### config.mk
export PLATFORM = sky130hd
export DESIGN_NAME = program_loader
export DESIGN_NICKNAME = d
export VERILOG_FILES = /design/src/rtl/program_loader.sv
export SDC_FILE = /design/constraint.sdc
export NUM_CORES = 1
export LEC_CHECK = 0
export ABC_CLOCK_PERIOD_IN_PS = 2800
export CELL_PAD_IN_SITES_DETAIL_PLACEMENT = 1
export CELL_PAD_IN_SITES_GLOBAL_PLACEMENT = 1
export CORE_UTILIZATION = 39
export CTS_CLUSTER_DIAMETER = 200
export DETAILED_ROUTE_END_ITERATION = 6
export PLACE_DENSITY = 0.83
export SETUP_SLACK_MARGIN = 0.02
export SLEW_MARGIN = 40
export SYNTH_ARGS = -nofsm -noshare
export SYNTH_HDL_FRONTEND = slang
export SYNTH_SLANG_ARGS = --single-unit
export TNS_END_PERCENT = 1
### constraint.sdc
create_clock -name i_clk -period 2.8 [get_ports i_clk]
set_input_delay 0.56 -clock i_clk [delete_from_list [all_inputs] [get_ports i_clk]]
set_output_delay 0.56 -clock i_clk [all_outputs]
set_load 0.03 [all_outputs]
### src/rtl/program_loader.sv
// Boot-time program loader: handshakes 0x99 over the UART, receives a little-endian
// byte count and the program words, writes them to program memory, then answers 0xAA.
module program_loader #(
   parameter int ADDR_W = 15
) (
   input  logic              i_clk,
   input  logic              i_reset,
   input  logic [7:0]        i_rx_data,
   input  logic              i_rx_valid,
   input  logic              i_tx_busy,
   output logic [7:0]        o_tx_data,
   output logic              o_tx_start,
   output logic [31:0]       o_program_data_size,
   output logic              o_program_data_size_wren,
   output logic [ADDR_W-1:0] o_program_memory_addr,
   output logic [31:0]       o_program_memory_wdata,
   output logic              o_program_memory_wren,
   output logic              o_program_data_size_fetch_finished,
   output logic              o_program_data_fetch_finished
);

   typedef enum logic [2:0] {
      ST_SEND_99   = 3'd0,
      ST_RECV_SIZE = 3'd1,
      ST_RECV_PROG = 3'd2,
      ST_SEND_AA   = 3'd3,
      ST_DONE      = 3'd4
   } state_t;

   localparam logic [ADDR_W-1:0] ADDR_ONE  = {{(ADDR_W-1){1'b0}}, 1'b1};
   localparam logic [ADDR_W-1:0] ADDR_ZERO = {ADDR_W{1'b0}};

   state_t            r_state;
   state_t            w_state_nxt;
   logic [1:0]        r_byte_cnt;
   logic [1:0]        w_byte_cnt_nxt;
   logic [23:0]       r_shift;
   logic [23:0]       w_shift_nxt;
   logic [29:0]       r_words_left;
   logic [29:0]       w_words_left_nxt;
   logic [7:0]        r_tx_data;
   logic [7:0]        w_tx_data_nxt;
   logic              r_tx_start;
   logic              w_tx_start_nxt;
   logic [31:0]       r_size;
   logic [31:0]       w_size_nxt;
   logic              r_size_wren;
   logic              w_size_wren_nxt;
   logic [ADDR_W-1:0] r_addr;
   logic [ADDR_W-1:0] w_addr_nxt;
   logic [31:0]       r_wdata;
   logic [31:0]       w_wdata_nxt;
   logic              r_mem_wren;
   logic              w_mem_wren_nxt;
   logic              r_size_done;
   logic              w_size_done_nxt;
   logic              r_data_done;
   logic              w_data_done_nxt;
   logic [31:0]       w_word;
   logic              w_last_byte;

   // Places a received byte into the partial little-endian word at lane cnt.
   function automatic logic [23:0] insert_byte(input logic [23:0] shift,
                                               input logic [1:0]  cnt,
                                               input logic [7:0]  b);
      logic [23:0] res;
      res = shift;
      case (cnt)
         2'd0:    res[7:0]   = b;
         2'd1:    res[15:8]  = b;
         2'd2:    res[23:16] = b;
         default: res        = shift;
      endcase
      return res;
   endfunction

   assign w_word      = {i_rx_data, r_shift};
   assign w_last_byte = (r_byte_cnt == 2'd3);

   // State register.
   always_ff @(posedge i_clk) begin
      if (i_reset) begin
         r_state <= ST_SEND_99;
      end else begin
         r_state <= w_state_nxt;
      end
   end

   // Next-state and next-value logic for every registered output and counter.
   always_comb begin
      w_state_nxt      = r_state;
      w_byte_cnt_nxt   = r_byte_cnt;
      w_shift_nxt      = r_shift;
      w_words_left_nxt = r_words_left;
      w_tx_data_nxt    = r_tx_data;
      w_tx_start_nxt   = 1'b0;
      w_size_nxt       = r_size;
      w_size_wren_nxt  = 1'b0;
      w_wdata_nxt      = r_wdata;
      w_mem_wren_nxt   = 1'b0;
      w_size_done_nxt  = r_size_done;
      w_data_done_nxt  = r_data_done;
      // The address moves on only after the cycle in which it was presented with a write.
      if (r_mem_wren) begin
         w_addr_nxt = r_addr + ADDR_ONE;
      end else begin
         w_addr_nxt = r_addr;
      end

      case (r_state)
         ST_SEND_99: begin
            if (!i_tx_busy) begin
               w_tx_data_nxt  = 8'h99;
               w_tx_start_nxt = 1'b1;
               w_byte_cnt_nxt = 2'd0;
               w_state_nxt    = ST_RECV_SIZE;
            end else begin
               w_tx_start_nxt = 1'b0;
            end
         end
         ST_RECV_SIZE: begin
            if (i_rx_valid && w_last_byte) begin
               w_size_nxt       = w_word;
               w_size_wren_nxt  = 1'b1;
               w_size_done_nxt  = 1'b1;
               w_words_left_nxt = w_word[31:2];
               w_byte_cnt_nxt   = 2'd0;
               if (w_word[31:2] == 30'd0) begin
                  w_state_nxt = ST_SEND_AA;
               end else begin
                  w_addr_nxt  = ADDR_ZERO;
                  w_state_nxt = ST_RECV_PROG;
               end
            end else if (i_rx_valid) begin
               w_shift_nxt    = insert_byte(r_shift, r_byte_cnt, i_rx_data);
               w_byte_cnt_nxt = r_byte_cnt + 2'd1;
            end else begin
               w_byte_cnt_nxt = r_byte_cnt;
            end
         end
         ST_RECV_PROG: begin
            if (i_rx_valid && w_last_byte) begin
               w_wdata_nxt      = w_word;
               w_mem_wren_nxt   = 1'b1;
               w_words_left_nxt = r_words_left - 30'd1;
               w_byte_cnt_nxt   = 2'd0;
               if (r_words_left == 30'd1) begin
                  w_state_nxt = ST_SEND_AA;
               end else begin
                  w_state_nxt = ST_RECV_PROG;
               end
            end else if (i_rx_valid) begin
               w_shift_nxt    = insert_byte(r_shift, r_byte_cnt, i_rx_data);
               w_byte_cnt_nxt = r_byte_cnt + 2'd1;
            end else begin
               w_byte_cnt_nxt = r_byte_cnt;
            end
         end
         ST_SEND_AA: begin
            if (!i_tx_busy) begin
               w_tx_data_nxt  = 8'hAA;
               w_tx_start_nxt = 1'b1;
               w_state_nxt    = ST_DONE;
            end else begin
               w_tx_start_nxt = 1'b0;
            end
         end
         ST_DONE: begin
            w_data_done_nxt = 1'b1;
         end
         default: begin
            w_state_nxt = ST_SEND_99;
         end
      endcase
   end

   // Datapath and output registers.
   always_ff @(posedge i_clk) begin
      if (i_reset) begin
         r_byte_cnt   <= 2'd0;
         r_shift      <= 24'd0;
         r_words_left <= 30'd0;
         r_tx_data    <= 8'd0;
         r_tx_start   <= 1'b0;
         r_size       <= 32'd0;
         r_size_wren  <= 1'b0;
         r_addr       <= ADDR_ZERO;
         r_wdata      <= 32'd0;
         r_mem_wren   <= 1'b0;
         r_size_done  <= 1'b0;
         r_data_done  <= 1'b0;
      end else begin
         r_byte_cnt   <= w_byte_cnt_nxt;
         r_shift      <= w_shift_nxt;
         r_words_left <= w_words_left_nxt;
         r_tx_data    <= w_tx_data_nxt;
         r_tx_start   <= w_tx_start_nxt;
         r_size       <= w_size_nxt;
         r_size_wren  <= w_size_wren_nxt;
         r_addr       <= w_addr_nxt;
         r_wdata      <= w_wdata_nxt;
         r_mem_wren   <= w_mem_wren_nxt;
         r_size_done  <= w_size_done_nxt;
         r_data_done  <= w_data_done_nxt;
      end
   end

   assign o_tx_data                          = r_tx_data;
   assign o_tx_start                         = r_tx_start;
   assign o_program_data_size                = r_size;
   assign o_program_data_size_wren           = r_size_wren;
   assign o_program_memory_addr              = r_addr;
   assign o_program_memory_wdata             = r_wdata;
   assign o_program_memory_wren              = r_mem_wren;
   assign o_program_data_size_fetch_finished = r_size_done;
   assign o_program_data_fetch_finished      = r_data_done;

endmodule

run_1/pins.png
Pins as bars across the die edge, other pins in grey.
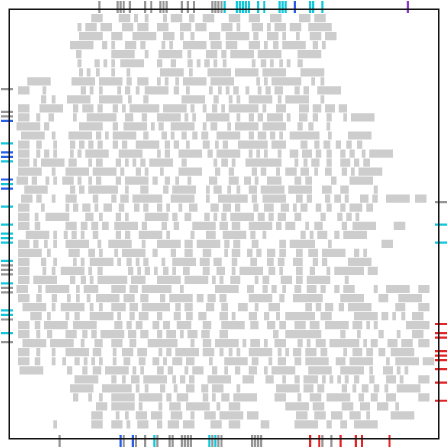
colour	port	pins	direction	edge
cyan	o_program_data_size	32	output	14 top, 13 left, 3 bottom, 2 right
blue	i_rx_data	8	input	5 left, 2 bottom, 1 top
red	o_program_memory_addr	15	output	9 right, 6 bottom
purple	i_clk	1	input	top
Die Y: 129 um
Die X: 129 um
port buffer count: 101

run_1/clock_map.png
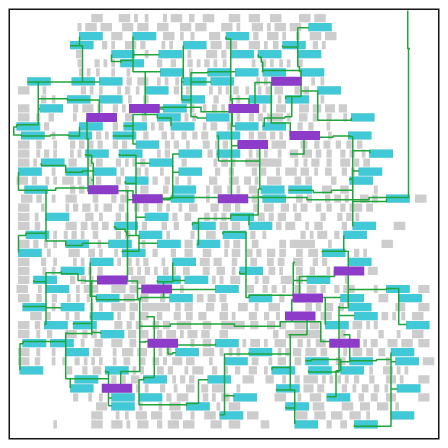
[cyan] flip-flops | count: 146
[green] clock wires | length: 1920 um
[purple] cells driving clock nets | count: 17
routed clock nets	18
flops lie	widely spread

==> run_results.csv, run 1 <==
group,metric,value,unit
run_status,status,"complete, no violations",
route,wire_per_inst,18.4,um
synth,yosys-stat-area,6280,sq um
synth,ys.flop_type,"dfxtp_1",
setup_path,worst_ep_arrival_time,2.78,ns
sta,holdWs,0.390,ns
clocking,clkLatencyLatePin,0.42,ns
pwr,power-per-cell-area,550,nW/um^2
placed_design,hpwlAfterDp,14.1,mm
setup_path,reg2reg_to,"r_words_left[14]",
route,vias,6266,
sta,slew_viol_final,0,
synth,ys_seq_share,46.5,%
clocking,htree_num_levels,4,
setup_path,worst-r2r-cell-count,7,
setup_path,cp-start-kind,"flop",
clocking,cts_tree,"yes",
setup_path,crit_required,3.14,ns
placed_design,dp_cells,1098,
setup_path,worstSetupEndpointType,"flop",
synth,syn_area,6280,sq um
clocking,post_cts_resized,0,
sta,setup_viol,0,
sta,timing.fmax,411,MHz
cells_and_area,lay_top_count,"nand2_1",
worst_hold_path,min_path_cells,2,
setup_path,crit_fanout,8,
sta,min_period_over_period,87.0,%
grt,grt_max_degree,66,
cells_and_area,final_cell_mix,"nand2_1 (185), dfxtp_1 (146), a21oi_1 (115), clkdlybuf4s50_1 (100), nor2_1 (55)",
synth,yosys_cells,799,
setup_path,r2r_start,"r_words_left[0]",
cells_and_area,logic_area,3100,sq um
sta,finalSetupTns,0,ns
cells_and_area,regArea,2920,sq um
sta,layout_min_cycle_time,2.44,ns
worst_hold_path,worstHoldEndpoint,"r_words_left[27]",
die,fp-utilization,39.7,%
flow_run,warnings,30,
clocking,cts_hold_buf,0,
cells_and_area,areaGrowthSynthToFinish,30.1,%
die,ios,104,
clocking,cts_root_buffer,"clkbuf_16",
clocking,clock_sinks,146,
grt,grt_pass1_vias,6177,
cells_and_area,post-route-util,51.6,%
worst_hold_path,hold_path.class,"input port to flop",
cells_and_area,fillers,1921,
sta,rsz0062_at_grt,"false",
route,wl,20.8,mm
placed_design,gp_congestion,0.819,
synth,synth_warnings,0,
route,first_pass_iters,5,
synth,async_flop_share,0,%
cells_and_area,drive_gt1_share,8.66,%
cells_and_area,n_antenna_cell,0,
synth,edf_count,0,
grt,gr-total-overflow,0,
setup_path,r2r_slack,0.36,ns
grt,antenna_found_initial,0,
setup_path,worstSetupPathType,"flop to flop",
cells_and_area,fin_nets,920,
grt,track_usage,26.0,%
clocking,cts_setup_buffers,0,
sta,hold_viol,0,
synth,synthCells,799,
route,drc,0,
clocking,path_clk_slew,0.06,ns
die,dieArea,16600,sq um
flow_run,cap_violations,0,
clocking,cts-buffers-inserted,17,
cells_and_area,final_cell_count_no_fill,1128,
die,rows,46,
run_1/final_placement.png
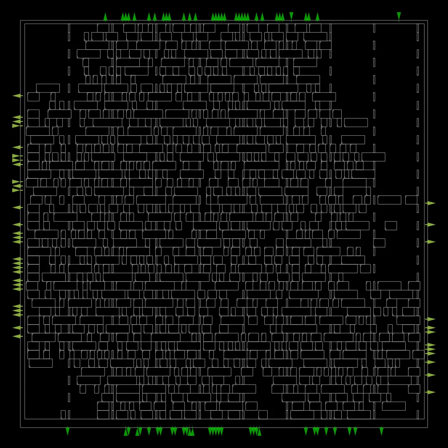
core area: 15800 sq um
flop share of the area: 35.8%

run_1/metal_stack.png
Bar = 50 um.
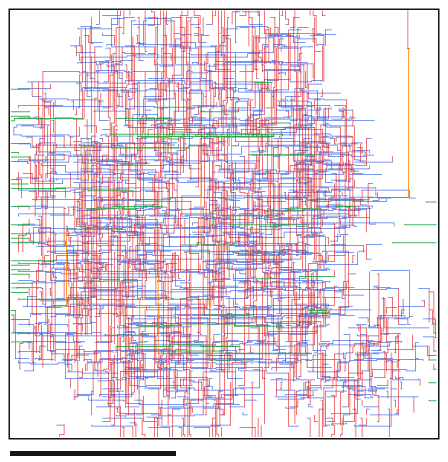
colour	layer	wire length
red	met2	10100 um
green	met3	1120 um
orange	met4	291 um
blue	met1	9330 um

## run 1: metrics by stage
step	total power [W]	cell area (sq um)	setup WS (ns)
after floorplan	0.00224	6290	0.656
after global placement	0.00233	7610	0.313
after detailed placement	0.00233	7610	0.295
after CTS	0.00452	8170	0.402
after global routing	0.00463	8170	0.295
final	0.00449	8170	0.364
## run 1: worst max-delay path, stage by stage, from the launching register on
cell     delay [ns]
dfxtp_1        0.39
inv_1          0.09
ha_1           0.22
or3b_2         0.53
nor4_1         0.39
nand2_1        0.14
or4_1          0.42
a31oi_1        0.18
## run 1: cell type report
type | count | share of cell area [%]
clock inverters | 10 | 1.38
multi-input cells | 588 | 37.9
well taps | 216 | 3.31
repair buffers | 135 | 15.6
clock buffers | 20 | 5.47
flip-flops and latches | 146 | 35.8
inverters | 13 | 0.597
## run 1: routing by layer
layer,share of wire (%),track usage (%),vias to the layer above
met1,45,33.7,3065
li1,-,-,2995
met5,0,0,-
met2,48,43.2,175
met4,1.4,7.82,0
met3,5.4,5.49,31
## run 1: flip-flops by register name, summed over array words and instances, names as in the netlist, 2 cells and up
register,count
o_program_data_size,32
o_program_memory_addr,15
o_program_memory_wdata,32
o_tx_data,3
r_byte_cnt,2
r_shift,24
r_state,3
r_words_left,30
## run 1: power by group
| part | internal, W | switching, W | total [W] |
|---|---|---|---|
| clock | 0.00132 | 0.000883 | 0.00220 |
| sequential | 0.00209 | 0.0000186 | 0.00211 |
| combinational | 0.0000631 | 0.000119 | 0.000182 |
## run 1: cells in the mapped netlist, drive strengths merged, types with 9 or more instances
library cell    n  share of area, %
nor3           17               1.4
inv            13              0.78
nor4           22               2.4
a31oi           9              0.90
dfxtp         146                47
nand3          42               3.4
nor2           57               3.4
nand4          12               1.2
a21oi         115               9.2
nand2         185                11
xnor2           9               1.3
buf            10              0.98
clkbuf         43               2.7
or3             9              0.94
o21ai          19               1.5
## run 1: logic make-up (layout without fill, tap and decap cells)
kind of cell / count (synthesis) / in the layout / synth area share [%]
flip-flops: 146 / 146 / 46.5
AND/OR/NAND/NOR: 371 / 371 / 27.2
other: 1 / 2 / 0.0597
XOR/XNOR: 15 / 15 / 2.09
multiplexers: 6 / 6 / 0.956
AND-OR/OR-AND: 187 / 187 / 17.2
adder cells (fa/ha/maj): 7 / 7 / 1.39
buffers and inverters: 66 / 178 / 4.48
## run 1: how the worst max path moves through the flow
stage | start | slack, ns | to | depth (start not counted)
final | r_words_left[0] | 0.36 | r_words_left[14] | 7
after floorplan | r_words_left[0] | 0.66 | r_words_left[24] | 7
after global placement | i_rx_valid | 0.31 | r_words_left[13] | 6
after detailed placement | i_rx_valid | 0.30 | r_words_left[13] | 6
after global routing | r_words_left[0] | 0.29 | r_words_left[14] | 7
after CTS | r_words_left[0] | 0.40 | r_words_left[14] | 7
run_1/port_nets.png
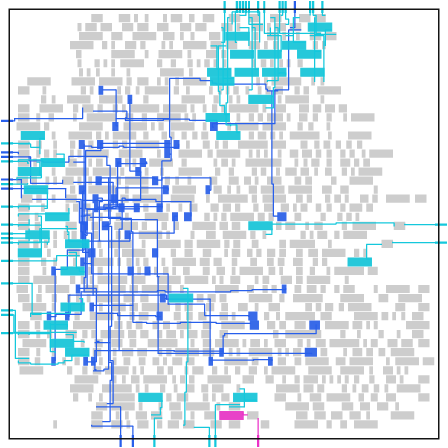

==> run 2, diff against run 1 <==
RECOVER_POWER = 100   (was unset)
run_2/port_nets.png
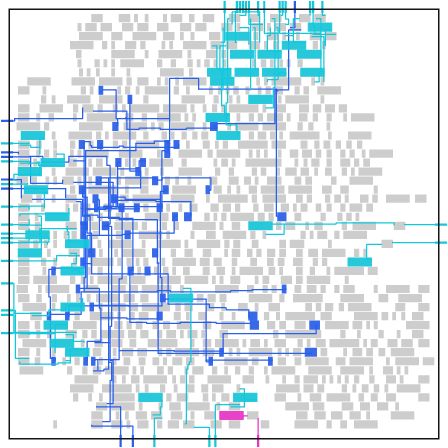
colour	port	direction	edge	end cells	buffers	wire
magenta	o_tx_start	output	bottom	1	1	7.30 um
cyan	o_program_data_size	output	14 top, 13 left, 3 bottom, 2 right	32	32	929 um
blue	i_rx_data	input	5 left, 2 bottom, 1 top	53	16	1760 um
Boundary Pins: 104

==> run 2 against run 1 <==
Non-clock buffer count did not move. Hold slack got worse by 0.0043 ns. Final cell count is the same. Sequential power about the same. Largest power group unchanged. Fmax fell by 4.1%.
==> run_results.csv, run 2 <==
group,metric,value,unit
synth,synth_top_cell_by_count,"nand2_1",
clocking,htree_num_levels,4,
placed_design,dp_cells,1098,
sta,finClkSkew,0.00641,ns
clocking,cts-buffers-inserted,17,
synth,edf_count,0,
synth,synthCells,799,
setup_path,critPathMaxStageDelay,0.60,ns
cells_and_area,logic_area,3080,sq um
placed_design,gp_congestion,0.819,
synth,aoi_share,17.2,%
clocking,post_cts_resized,0,
synth,ys.flop_type,"dfxtp_1",
clocking,path_clk_slew,0.06,ns
synth,ys_sh_adder,1.39,%
synth,ys_sh_simple,27.2,%
die,fp-utilization,39.7,%
sta,min_period_over_period,90.7,%
die,rows,46,
flow_run,warnings,30,
setup_path,worst_ep_arrival_time,2.86,ns
sta,setup_viol,0,
setup_path,crit_buf_inv,0,
route,vias_per_cell,5.56,
synth,ys_seq_share,46.5,%
flow_run,cap_violations,0,
cells_and_area,regArea,2920,sq um
pwr,p_leak,3.09,nW
cells_and_area,lay_top_count,"nand2_1",
synth,synth_warnings,0,
synth,synth_cell_types,57,
setup_path,path_delay_family,"simple AND/OR/NAND/NOR gates",
synth,synth_area_leader_cell,"dfxtp_1",
setup_path,cp_slowest_cell,"nor4_2",
placed_design,io_buffer_count,101,
grt,grt_pass1_vias,6177,
sta,slew_viol_final,0,
sta,rsz0062_at_grt,"false",
sta,tightest_slew,0.806,ns
synth,top_cell_area_share,46.5,%
clocking,cts_root_buffer,"clkbuf_16",
cells_and_area,final_cell_count_no_fill,1128,
cells_and_area,areaGrowthSynthToFinish,29.5,%
pwr,p_int,0.00347,W
clocking,clk_path_buf_depth,2,
synth,xor_share,2.09,%
sta,timing.fmax,394,MHz
die,dieArea,16600,sq um
synth,ys_top_logic_family,"simple AND/OR/NAND/NOR gates",
grt,grt_max_degree,66,
sta,layout_min_cycle_time,2.54,ns
grt,gr-total-overflow,0,
synth,top_cells_by_count,"nand2_1 (185), dfxtp_1 (146), a21oi_1 (115), nor2_1 (57), clkbuf_1 (42)",
synth,async_flop_share,0,%
route,wl,20.8,mm
run_status,status,"complete, no violations",
route,vias,6277,
pwr,clkPwrFrac,49.0,%
grt,track_usage,26.0,%
setup_path,worstSetupPathType,"flop to flop",
route,drt_first_iter_violations,466,
setup_path,worstSetupEndpointType,"flop",
clocking,clkLatencyLatePin,0.43,ns
synth,area_leaders,"dfxtp_1 (47%), nand2_1 (11%), a21oi_1 (9.2%)",
cells_and_area,final_cell_mix,"nand2_1 (185), dfxtp_1 (146), a21oi_1 (115), dlygate4sd3_1 (91), nor2_1 (57)",
grt,grt_pass1_wl,33.0,mm
die,die.size.y,129,um
die,core,15800,sq um
pwr,seqPwrFrac,47.0,%
placed_design,hpwlAfterDp,14.1,mm
clocking,cts_tree,"yes",
synth,yosys_cells,799,
pwr,combPwrFrac,4.0,%
cells_and_area,n_antenna_cell,0,
synth,yosys-stat-area,6280,sq um
synth,syn_area,6280,sq um
cells_and_area,fillers,1926,
worst_hold_path,hold_path.class,"input port to flop",
sta,finalSetupTns,0,ns
pwr,p_switching,0.00102,W
clocking,cts_hold_buf,0,
synth,mux_share,0.956,%
route,wire_per_inst,18.4,um
pwr,peakVddDrop,0.469,mV
clocking,clock_sinks,146,
die,dieWidth,129,um
setup_path,crit_required,3.12,ns
sta,hold_viol,0,
grt,antenna_found_initial,0,
synth,avgSynthCellArea,7.86,sq um
setup_path,crit_fanout,7,
route,postRouteAntennaNets,0,
clocking,cts_setup_buffers,0,
setup_path,cp-start-kind,"flop",
pwr,power-per-cell-area,551,nW/um^2
route,drc,0,
route,first_pass_iters,5,
pwr,swShare,22.7,%
cells_and_area,fin_nets,920,
cells_and_area,drive_gt1_share,7.89,%
setup_path,crit_chain,"or4_4 -> nor4_2 -> nand4_1 -> a21o_1 -> a221o_1",
sta,relSlewSlack,46.2,%
synth,ys_ff,146,
-- run 2: cell type report --
cell class / instances / area share (%)
Sequential cell: 146 / 35.9
Clock buffer: 20 / 5.49
Timing Repair Buffer: 135 / 15.4
Inverter: 13 / 0.600
Clock inverter: 10 / 1.38
Multi-Input combinational cell: 588 / 37.9
Tap cell: 216 / 3.32
-- run 2: cells by family after synthesis --
kind of cell / after synthesis
XOR/XNOR: 15
AND-OR/OR-AND: 187
flip-flops: 146
AND/OR/NAND/NOR: 371
other: 1
multiplexers: 6
buffers and inverters: 66
adder cells (fa/ha/maj): 7
-- run 2: power by group through the flow --
stage	Combinational [W]	Clock [W]	Sequential (W)
floorplan	0.0000922	0	0.00215
global placement	0.000178	0	0.00215
detailed placement	0.000180	0	0.00215
CTS	0.000181	0.00223	0.00211
global route	0.000192	0.00233	0.00211
finish	0.000178	0.00220	0.00211
-- run 2: metrics by stage --
| stage | instance area (sq um) | utilization (%) | worst slack, ns | hold slack [ns] | total power (W) |
|---|---|---|---|---|---|
| 6_report | 8140 | 51.4 | 0.261 | 0.385 | 0.00449 |
| 5_1_grt | 8140 | 51.4 | 0.153 | 0.395 | 0.00463 |
| 4_1_cts | 8170 | 51.6 | 0.402 | 0.382 | 0.00452 |
| 3_5_place_dp | 7610 | 48.1 | 0.295 | 0.452 | 0.00233 |
| 3_3_place_gp | 7610 | 48.1 | 0.313 | 0.442 | 0.00233 |
| 2_1_floorplan | 6290 | - | 0.656 | 0.445 | 0.00224 |
-- run 2: final timing paths --
check                                from                       to  slack, ns  depth (start not counted)
setup / recovery          r_words_left[7]         r_words_left[25]       0.26                          5
hold / removal                    i_reset         r_words_left[27]       0.39                          2
setup reg to reg          r_words_left[7]         r_words_left[25]       0.26                          5
hold reg to reg   o_program_data_size[18]  o_program_data_size[18]       0.45                          2
-- run 2: metal layers --
layer / GRT usage (%) / vias to the layer above / wire (um)
li1: - / 2993 / -
met1: 33.7 / 3067 / 9330
met2: 43.2 / 190 / 10100
met3: 5.49 / 27 / 1170
met4: 7.82 / 0 / 245
met5: 0 / - / 0
==> run 3, diff against run 2 <==
TNS_END_PERCENT = 50   (was 1)
run_3/clock_map.png
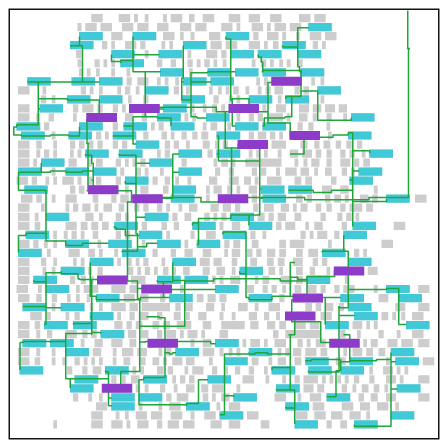
[green] clock wires | length: 1940 um
[cyan] flip-flops | count: 146
[purple] cells driving clock nets | count: 17
flops lie	widely spread
routed clock nets	18

==> run 3 against run 2 <==
Worst setup slack is the same. Routed wire length is the same. Clock skew is the same. Largest power group unchanged. Critical path depth is the same. Largest cell class unchanged. Non-clock buffer count is the same. Final cell count is the same. Cell area is the same. Synthesized cell count is the same.
==> run_results.csv, run 3 <==
group,metric,value,unit
run_status,status,"complete, no violations",
synth,edf_count,0,
route,vias,6277,
route,vias_per_cell,5.56,
cells_and_area,post-route-util,51.4,%
synth,synth_warnings,0,
sta,timing.fmax,394,MHz
grt,gr-total-overflow,0,
synth,ys_seq_share,46.5,%
placed_design,gp_congestion,0.819,
synth,ys.flop_type,"dfxtp_1",
sta,setup_viol,0,
cells_and_area,lay_top_count,"nand2_1",
flow_run,warnings,30,
sta,finalSetupTns,0,ns
clocking,cts_tree,"yes",
sta,rsz0062_at_grt,"false",
die,core,15800,sq um
flow_run,cap_violations,0,
setup_path,worstSetupEndpointType,"flop",
sta,hold_viol,0,
pwr,fin_total_pwr,0.00449,W
sta,layout_min_cycle_time,2.54,ns
synth,syn_area,6280,sq um
cells_and_area,n_antenna_cell,0,
synth,yosys_cells,799,
die,fp-utilization,39.7,%
setup_path,worstSetupPathType,"flop to flop",
sta,tightest_slew,0.806,ns
die,die.size.y,129,um
die,dieArea,16600,sq um
clocking,cts_setup_buffers,0,
cells_and_area,drive_gt1_share,7.89,%
grt,grt_pass1_wl,33.0,mm
clocking,cts_hold_buf,0,
setup_path,cp-start-kind,"flop",
setup_path,cp_slowest_cell,"nor4_2",
synth,yosys-stat-area,6280,sq um
route,postRouteAntennaNets,0,
synth,synthCells,799,
clocking,cts_root_buffer,"clkbuf_16",
clocking,htree_num_levels,4,
die,dieWidth,129,um
pwr,p_leak,3.09,nW
synth,synth_cell_types,57,
synth,ys_ff,146,
setup_path,critPathMaxStageDelay,0.60,ns
synth,async_flop_share,0,%
synth,top_cells_by_count,"nand2_1 (185), dfxtp_1 (146), a21oi_1 (115), nor2_1 (57), clkbuf_1 (42)",
placed_design,io_buffer_count,101,
synth,synth_top_cell_by_count,"nand2_1",
route,first_pass_iters,5,
die,ios,104,
sta,finClkSkew,0.00641,ns
worst_hold_path,hold_path.class,"input port to flop",
placed_design,hpwlAfterDp,14.1,mm
setup_path,crit_chain,"or4_4 -> nor4_2 -> nand4_1 -> a21o_1 -> a221o_1",
pwr,peakVddDrop,0.469,mV
die,rows,46,
cells_and_area,fin_nets,920,
sta,min_period_over_period,90.7,%
clocking,clkLatencyLatePin,0.43,ns
clocking,clock_sinks,146,
synth,avgSynthCellArea,7.86,sq um
clocking,clk_path_buf_depth,2,
## run 3: cell counts after synthesis
No cell type changed its count.
## run 3: area by class of cell
class	instances	area [sq um]
well taps	216	270
repair buffers	135	1250
fillers	1926	7690
flip-flops and latches	146	2920
inverters	13	48.8
clock inverters	10	113
multi-input cells	588	3080
clock buffers	20	447
## run 3: cell families (layout without fill, tap and decap cells)
group	count (synthesis)	in the layout	synth area share [%]
XOR/XNOR	15	15	2.09
multiplexers	6	6	0.956
other	1	2	0.0597
adder cells (fa/ha/maj)	7	7	1.39
buffers and inverters	66	178	4.48
AND-OR/OR-AND	187	187	17.2
flip-flops	146	146	46.5
AND/OR/NAND/NOR	371	371	27.2
## run 3: worst max-delay path: cells and delay by family, from the launching register on
kind	cells	cell delay, ns
and+or+nand+nor	3	1.52
AOI/OAI and AO/OA	2	0.52
DFF	1	0.38
## run 3: report_power, final
group | leakage [nW] | switching (W) | internal [W]
logic | 1.64 | 0.000119 | 0.0000592
clock network | 0.271 | 0.000882 | 0.00132
registers | 1.18 | 0.0000185 | 0.00209
## run 3: path summary, 6_finish.rpt
path,startpoint,slack [ns],to
max,r_words_left[7],0.26,r_words_left[25]
min,i_reset,0.39,r_words_left[27]
min reg2reg,o_program_data_size[18],0.45,o_program_data_size[18]
max reg2reg,r_words_left[7],0.26,r_words_left[25]
## run 3: routing by layer
metal | wire length, um | track usage [%] | vias up
met1 | 9330 | 33.7 | 3067
met4 | 245 | 7.82 | 0
met5 | 0 | 0 | -
met3 | 1170 | 5.49 | 27
li1 | - | - | 2993
met2 | 10100 | 43.2 | 190
## run 3: through the flow
stage / setup slack (ns) / cells
after CTS: 0.402 / 1128
after global placement: 0.313 / 1098
after floorplan: 0.656 / 800
final: 0.261 / 1128
after global routing: 0.153 / 1128
after detailed placement: 0.295 / 1098
No activity file was given, so power comes from the tool's default toggle rates.
